run_1/closeup.png
Bar = 5 microns. Window x 51 to 71, y 51 to 71 microns. Cells in gray, sequential cells in the stronger gray; small squares are vias.
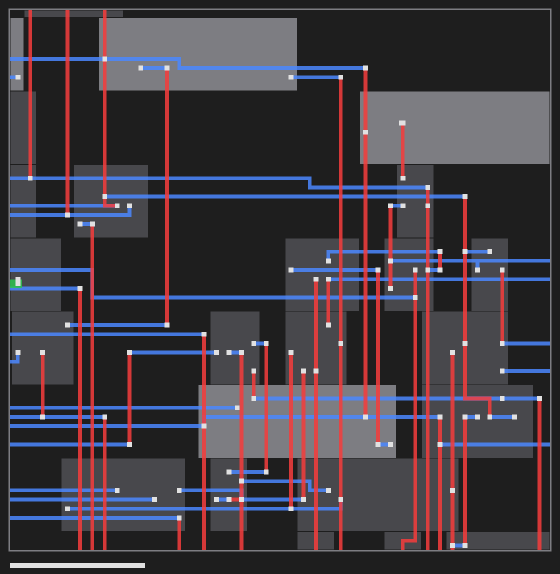
run_1/route_heat.png
16 x 16 tiles, from white (low) to dark blue (high), scaled to the fullest tile. Values are wire area over tile area, all layers added.
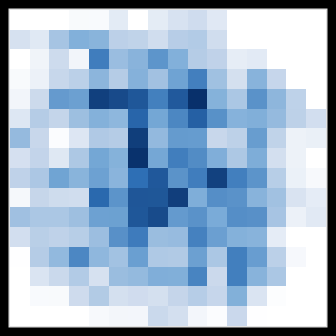
run_1/layers.png
Bar = 20 microns. Two of the layers only.
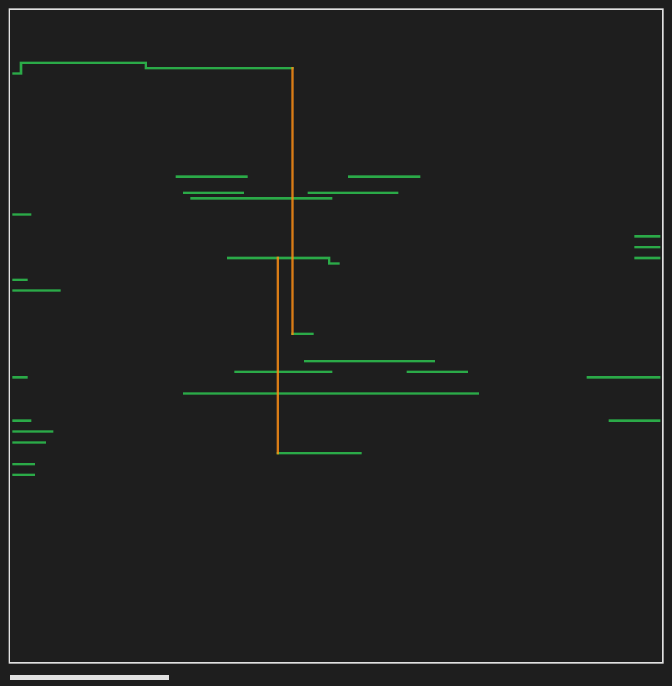
### src/rtl/fwd_tracker_pkg.sv
// rtl/fwd_tracker_pkg.sv - entry type and selector encoding shared by the forwarding tracker
package fwd_tracker_pkg;

  // Widest register index an entry can hold; narrower REG_W values are zero-extended.
  localparam int TRK_RD_W       = 8;
  localparam int TRK_DEF_STAGES = 3;

  localparam int SEL_REGFILE = 0;
  localparam int SEL_BUF     = TRK_DEF_STAGES + 1;

  typedef struct packed {
    logic                valid;
    logic [TRK_RD_W-1:0] rd;
    logic                write_rd;
    logic                is_load;
  } tracker_entry_t;

  // Search position p (slots first, buffer at p == NUM_STAGES) maps to selector p+1.
  function automatic int sel_for_slot(input int slot);
    return slot + 1;
  endfunction

endpackage

### src/rtl/fwd_match.sv
// rtl/fwd_match.sv - youngest-first producer search and load-use check for one source operand
module fwd_match
  import fwd_tracker_pkg::*;
#(
  parameter int NUM_STAGES = 3,
  parameter int REG_W      = 5,
  parameter int LOAD_STAGE = 1,
  parameter int SW         = $clog2(NUM_STAGES + 2)
) (
  input  tracker_entry_t   entries_i [NUM_STAGES+1],
  input  logic             src_valid_i,
  input  logic [REG_W-1:0] src_reg_i,
  input  logic             load_ready_i,
  output logic [SW-1:0]    sel_o,
  output logic             stall_o
);

  logic [TRK_RD_W-1:0] src_rd;
  logic                found;

  assign src_rd = TRK_RD_W'(src_reg_i);

  always_comb begin
    found   = 1'b0;
    sel_o   = SW'(SEL_REGFILE);
    stall_o = 1'b0;
    if (src_valid_i && (src_rd != '0)) begin
      for (int p = 0; p <= NUM_STAGES; p++) begin
        if (!found && entries_i[p].valid && entries_i[p].write_rd &&
            (entries_i[p].rd == src_rd)) begin
          found   = 1'b1;
          sel_o   = SW'(sel_for_slot(p));
          stall_o = entries_i[p].is_load &&
                    ((p < LOAD_STAGE) || ((p == LOAD_STAGE) && !load_ready_i));
        end
      end
    end
  end

endmodule

### src/rtl/operand_forward_tracker.sv
// rtl/operand_forward_tracker.sv - in-flight destination tracker producing forwarding selects and load-use stall
module operand_forward_tracker
  import fwd_tracker_pkg::*;
#(
  parameter int  NUM_STAGES   = 3,
  parameter int  NUM_SRC      = 2,
  parameter int  REG_W        = 5,
  parameter int  LOAD_STAGE   = 1,
  parameter int  FLUSH_STAGES = 1,
  localparam int SW           = $clog2(NUM_STAGES + 2)
) (
  input  logic                     clk,
  input  logic                     rst,
  input  logic                     issue_valid_i,
  input  logic [REG_W-1:0]         issue_rd_i,
  input  logic                     issue_write_rd_i,
  input  logic                     issue_is_load_i,
  input  logic [NUM_SRC-1:0]       src_valid_i,
  input  logic [NUM_SRC*REG_W-1:0] src_reg_i,
  input  logic                     load_ready_i,
  input  logic                     stall_in_i,
  input  logic                     flush_i,
  output logic                     stall_out_o,
  output logic                     out_valid_o,
  output logic [NUM_SRC*SW-1:0]    fwd_sel_o,
  output logic [SW-1:0]            inflight_count_o
);

  tracker_entry_t            slots_q [NUM_STAGES];
  tracker_entry_t            slots_d [NUM_STAGES];
  tracker_entry_t            buf_q, buf_d;
  tracker_entry_t            entries [NUM_STAGES+1];
  tracker_entry_t            issued;
  logic                      out_valid_q, out_valid_d;
  logic [NUM_SRC*SW-1:0]     fwd_sel_q, fwd_sel_d, match_sel;
  logic [NUM_SRC-1:0]        src_stall;
  logic                      accept;
  logic [SW-1:0]             count;

  always_comb begin
    for (int s = 0; s < NUM_STAGES; s++) entries[s] = slots_q[s];
    entries[NUM_STAGES] = buf_q;
  end

  for (genvar i = 0; i < NUM_SRC; i++) begin : g_src
    fwd_match #(
      .NUM_STAGES(NUM_STAGES),
      .REG_W     (REG_W),
      .LOAD_STAGE(LOAD_STAGE),
      .SW        (SW)
    ) u_match (
      .entries_i   (entries),
      .src_valid_i (src_valid_i[i]),
      .src_reg_i   (src_reg_i[i*REG_W +: REG_W]),
      .load_ready_i(load_ready_i),
      .sel_o       (match_sel[i*SW +: SW]),
      .stall_o     (src_stall[i])
    );
  end

  assign stall_out_o = issue_valid_i && ((|src_stall) || stall_in_i);
  assign accept      = issue_valid_i && !stall_out_o && !stall_in_i && !flush_i;

  always_comb begin
    issued          = '0;
    issued.valid    = 1'b1;
    issued.rd       = TRK_RD_W'(issue_rd_i);
    issued.write_rd = issue_write_rd_i;
    issued.is_load  = issue_is_load_i;
  end

  always_comb begin
    slots_d     = slots_q;
    buf_d       = buf_q;
    out_valid_d = out_valid_q;
    fwd_sel_d   = fwd_sel_q;
    if (stall_in_i) begin
      // Only the oldest slot drains into the retire buffer; a latched "oldest slot" select follows it there.
      if (slots_q[NUM_STAGES-1].valid) buf_d = slots_q[NUM_STAGES-1];
      slots_d[NUM_STAGES-1] = '0;
      for (int i = 0; i < NUM_SRC; i++) begin
        if (fwd_sel_q[i*SW +: SW] == SW'(NUM_STAGES)) fwd_sel_d[i*SW +: SW] = SW'(NUM_STAGES + 1);
      end
    end else begin
      for (int s = NUM_STAGES - 1; s > 0; s--) slots_d[s] = slots_q[s-1];
      if (accept) slots_d[0] = issued;
      else        slots_d[0] = '0;
      out_valid_d = accept;
      fwd_sel_d   = accept ? match_sel : '0;
    end
    if (flush_i) begin
      for (int s = 0; s < FLUSH_STAGES; s++) slots_d[s] = '0;
    end
  end

  always_ff @(posedge clk) begin
    if (rst) begin
      for (int s = 0; s < NUM_STAGES; s++) slots_q[s] <= '0;
      buf_q       <= '0;
      out_valid_q <= 1'b0;
      fwd_sel_q   <= '0;
    end else begin
      slots_q     <= slots_d;
      buf_q       <= buf_d;
      out_valid_q <= out_valid_d;
      fwd_sel_q   <= fwd_sel_d;
    end
  end

  always_comb begin
    count = '0;
    for (int p = 0; p <= NUM_STAGES; p++) begin
      if (entries[p].valid && entries[p].write_rd) count = count + SW'(1);
    end
  end

  assign out_valid_o      = out_valid_q;
  assign fwd_sel_o        = fwd_sel_q;
  assign inflight_count_o = count;

endmodule

### config.mk
export PLATFORM = sky130hd
export DESIGN_NAME = operand_forward_tracker
export DESIGN_NICKNAME = d
export VERILOG_FILES = /design/src/rtl/fwd_tracker_pkg.sv /design/src/rtl/fwd_match.sv /design/src/rtl/operand_forward_tracker.sv
export SDC_FILE = /design/constraint.sdc
export NUM_CORES = 1
export LEC_CHECK = 0
export ABC_AREA = 0
export CELL_PAD_IN_SITES_DETAIL_PLACEMENT = 1
export CELL_PAD_IN_SITES_GLOBAL_PLACEMENT = 2
export CORE_UTILIZATION = 32
export DETAILED_ROUTE_END_ITERATION = 10
export PLACE_DENSITY_LB_ADDON = 0.3
export SLEW_MARGIN = 40
export SYNTH_ARGS = -nofsm -noshare
export SYNTH_HDL_FRONTEND = slang
export SYNTH_SLANG_ARGS = --single-unit
export TNS_END_PERCENT = 5
### constraint.sdc
create_clock -name clk -period 3.3 [get_ports clk]
set_clock_uncertainty 0.05 [all_clocks]
set_input_delay 0.66 -clock clk [delete_from_list [all_inputs] [get_ports clk]]
set_output_delay 0.66 -clock clk [all_outputs]
set_load 0.005 [all_outputs]
==> run summary, run 1 <==
run results: fp util=33.8%, Max Fclk=0.313 GHz, dominant register cell=dfxtp_1, CTS tree=built, antenna cells=0, Worst EP required=2.59 ns, Dominant cell area share=36.4%, grt met1 use=23.6%, most numerous logic cell after layout=dfxtp_1, crit end category=output port, status=complete, no violations, total gr overflow=0, Worst-Margin Slew=0.603 ns, most common logic cells in the final layout=dfxtp_1, clkdlybuf4s50_1, buf_4, Initial DRC Count=32, leakage power=0.00109 uW, Net Switching=234 uW, RSZ-0062 raised after global routing=no, GR Util met2=34.0%, area of the core=0.00603 sq mm, Top delay family on crit path=simple AND/OR/NAND/NOR gates, Placed Cells=345, layout cells sized above 1=18.9%, Die W=81.8 microns, Max FO, Critical Path=3, post-synthesis mux area share=4.49%, # Cells Yosys=225, DR WL met3=241 microns, DR WL met2=3040 microns, Post-Layout Cell Count=355, Crit Path Class=primary input to output port, Clock buf/inv share=3.67%, crit-path max cell delay=0.53 ns, logic gate fraction of the total cell area=46.0%, I/O pin total=36, internal power consumption=708 uW, buffer share of cell area=19.9%, yosys aoi share=13.6%, flop count=37, WP data arrival=2.49 ns, Seq/Total Area, Yosys=36.4%, setup repair bufs after CTS=2, syn_nets=253, DP Worst Slack=-0.463 ns, share of synthesized registers carrying an async set or reset=0%, top cells by area=dfxtp_1, xnor2_1, xor2_1, Gate Area=0.00127 sq mm, setup TNS=0 ns, invs w/o clock=2, # Taps=75
About closeup.png:
| layer | color |
|---|---|
| M2 | red |
| M1 | blue |
| M3 | green |
netlist names of flops here include: `entries` (2), `buf_q` (1)
cells with their middle in the window: 17
most frequent: dfxtp_1 (3), nand2_1 (2), buf_4 (2)
sequential cells in the window: 3

About route_heat.png:
densest ninth of the die: middle
tiles over half the peak: 24%
fullest tile: 0.42
emptiest ninth of the die: top right
nearly empty tiles: 17%
DR WL/cell: 16.9 microns
Routed WL: 5990 microns

About layers.png:
| layer | color | wire length |
|---|---|---|
| M4 | orange | 57.8 microns |
| M3 | green | 241 microns |
gr usage total: 19.2%
DR vias: 1,800

run 1: power groups by stage:
stage,sequential [uW],clock [uW],combinational [uW]
after floorplan,464,0,62.9
after global placement,465,0,122
after detailed placement,465,0,123
after CTS,455,373,125
after global routing,455,389,136
final,455,359,128
run 1: final timing paths:
check	end	start	cells past startpoint	slack, ns
max reg2reg	entries[37]$_SDFFE_PP0N_	entries[39]$_SDFFE_PP0N_	9	1.08
min reg2reg	out_valid_o$_SDFFE_PP0N_	out_valid_o$_SDFFE_PP0N_	1	0.41
max	stall_out_o	src_reg_i[6]	8	0.10
min	out_valid_o$_SDFFE_PP0N_	out_valid_o$_SDFFE_PP0N_	1	0.41
run 1: state kept, by name (all words and copies together) (netlist names):
register     cells
fwd_sel_o        6
buf_q            7
entries         23
out_valid_o      1
## Run 2: what changed since run 1
--- a/config.mk
+++ b/config.mk
@@ -6,6 +6,7 @@
 export NUM_CORES = 1
 export LEC_CHECK = 0
 export ABC_AREA = 0
+export ABC_CLOCK_PERIOD_IN_PS = 3300
 export CELL_PAD_IN_SITES_DETAIL_PLACEMENT = 1
 export CELL_PAD_IN_SITES_GLOBAL_PLACEMENT = 2
 export CORE_UTILIZATION = 32
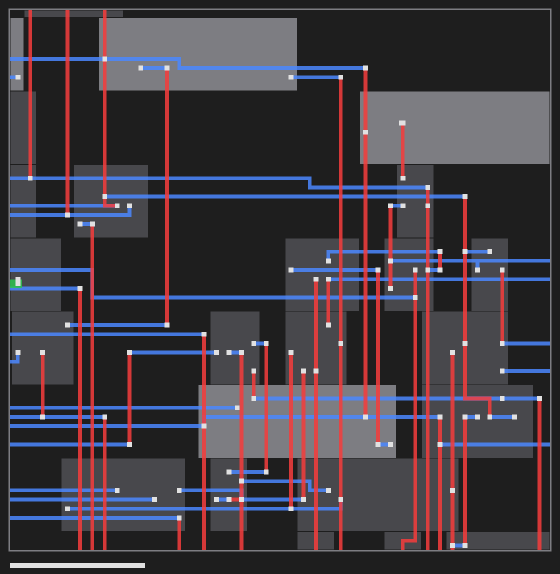
run_2/closeup.png
Bar = 5 microns. Window x 51 to 71, y 51 to 71 microns. Cells in gray, sequential cells in the stronger gray; small squares are vias.
| layer | color |
|---|---|
| M2 | red |
| M3 | green |
| M1 | blue |
sequential cells in the window: 3
cells with their middle in the window: 17
most frequent: dfxtp_1 (3), nand2_1 (2), buf_4 (2)
netlist names of flops here include: `entries` (2), `buf_q` (1)

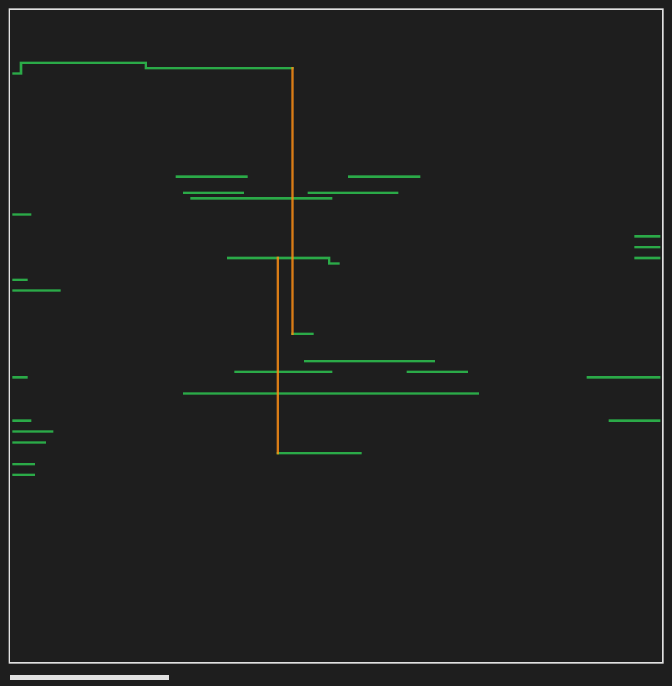
run_2/layers.png
Bar = 20 microns. Two of the layers only.
| layer | color | wire length |
|---|---|---|
| M4 | orange | 57.8 microns |
| M3 | green | 241 microns |

==> run 2 against run 1 <==
Utilization is the same. Sequential power is essentially flat. Global-route usage is the same. Setup slack is the same. Fmax is the same. Synthesized cell count is the same. Non-clock buffer count is the same. Synthesized area is the same. Flip-flop count is the same. Clock power is essentially flat. Power is the same. Worst hold slack is the same.
==> run summary, run 2 <==
run results: status=complete, no violations, Worst EP required=2.59 ns (about the same), seq pwr=455 uW (about the same), most numerous logic cell after layout=dfxtp_1, Crit Path Class=primary input to output port, I/O pin total=36 (unchanged), Initial DRC Count=32 (unchanged), WP data arrival=2.49 ns (about the same), post-synthesis mux area share=4.49% (unchanged), worst hold start=out_valid_o$_SDFFE_PP0N_, RSZ-0062 raised after global routing=no, Dominant cell area share=36.4% (unchanged), share of synthesized registers carrying an async set or reset=0% (unchanged), layout cells sized above 1=18.9% (unchanged), fp util=33.8% (unchanged), Top delay family on crit path=simple AND/OR/NAND/NOR gates, internal power consumption=708 uW (unchanged), # Cells Yosys=225 (unchanged), antenna cells=0 (unchanged), r2r setup slk=1.08 ns (about the same)
==> run 2: cell counts in the layout (fill, tap and decap cells not counted) <==
No cell type changed its count.
==> run 2: cell type report <==
class                   count  area [sq um]  area share [%]
multi-input cells         170          1270            46.0
clock buffers               7          96.3            3.49
clock inverters             1          5.00           0.181
well taps                  75          93.8            3.40
inverters                   2          7.51           0.272
repair buffers             63           548            19.9
flip-flops and latches     37           741            26.8
==> run 2: per-layer routing <==
layer  up-vias  wire [microns]
li1        884               -
met1       875            2650
met3         5             241
met4         0              57
met2        36            3040
met5         -               0
==> run 2: what timing repair did <==
| action | 4_1_cts | 5_1_grt |
|---|---|---|
| pin swaps | 5 | 3 |
| resized | 12 | 7 |
| endpoints found under the setup margin | 1 | 3 |
| buffers inserted | 2 | 0 |
Power figures rest on the tool's default switching activity, not on a simulated workload.
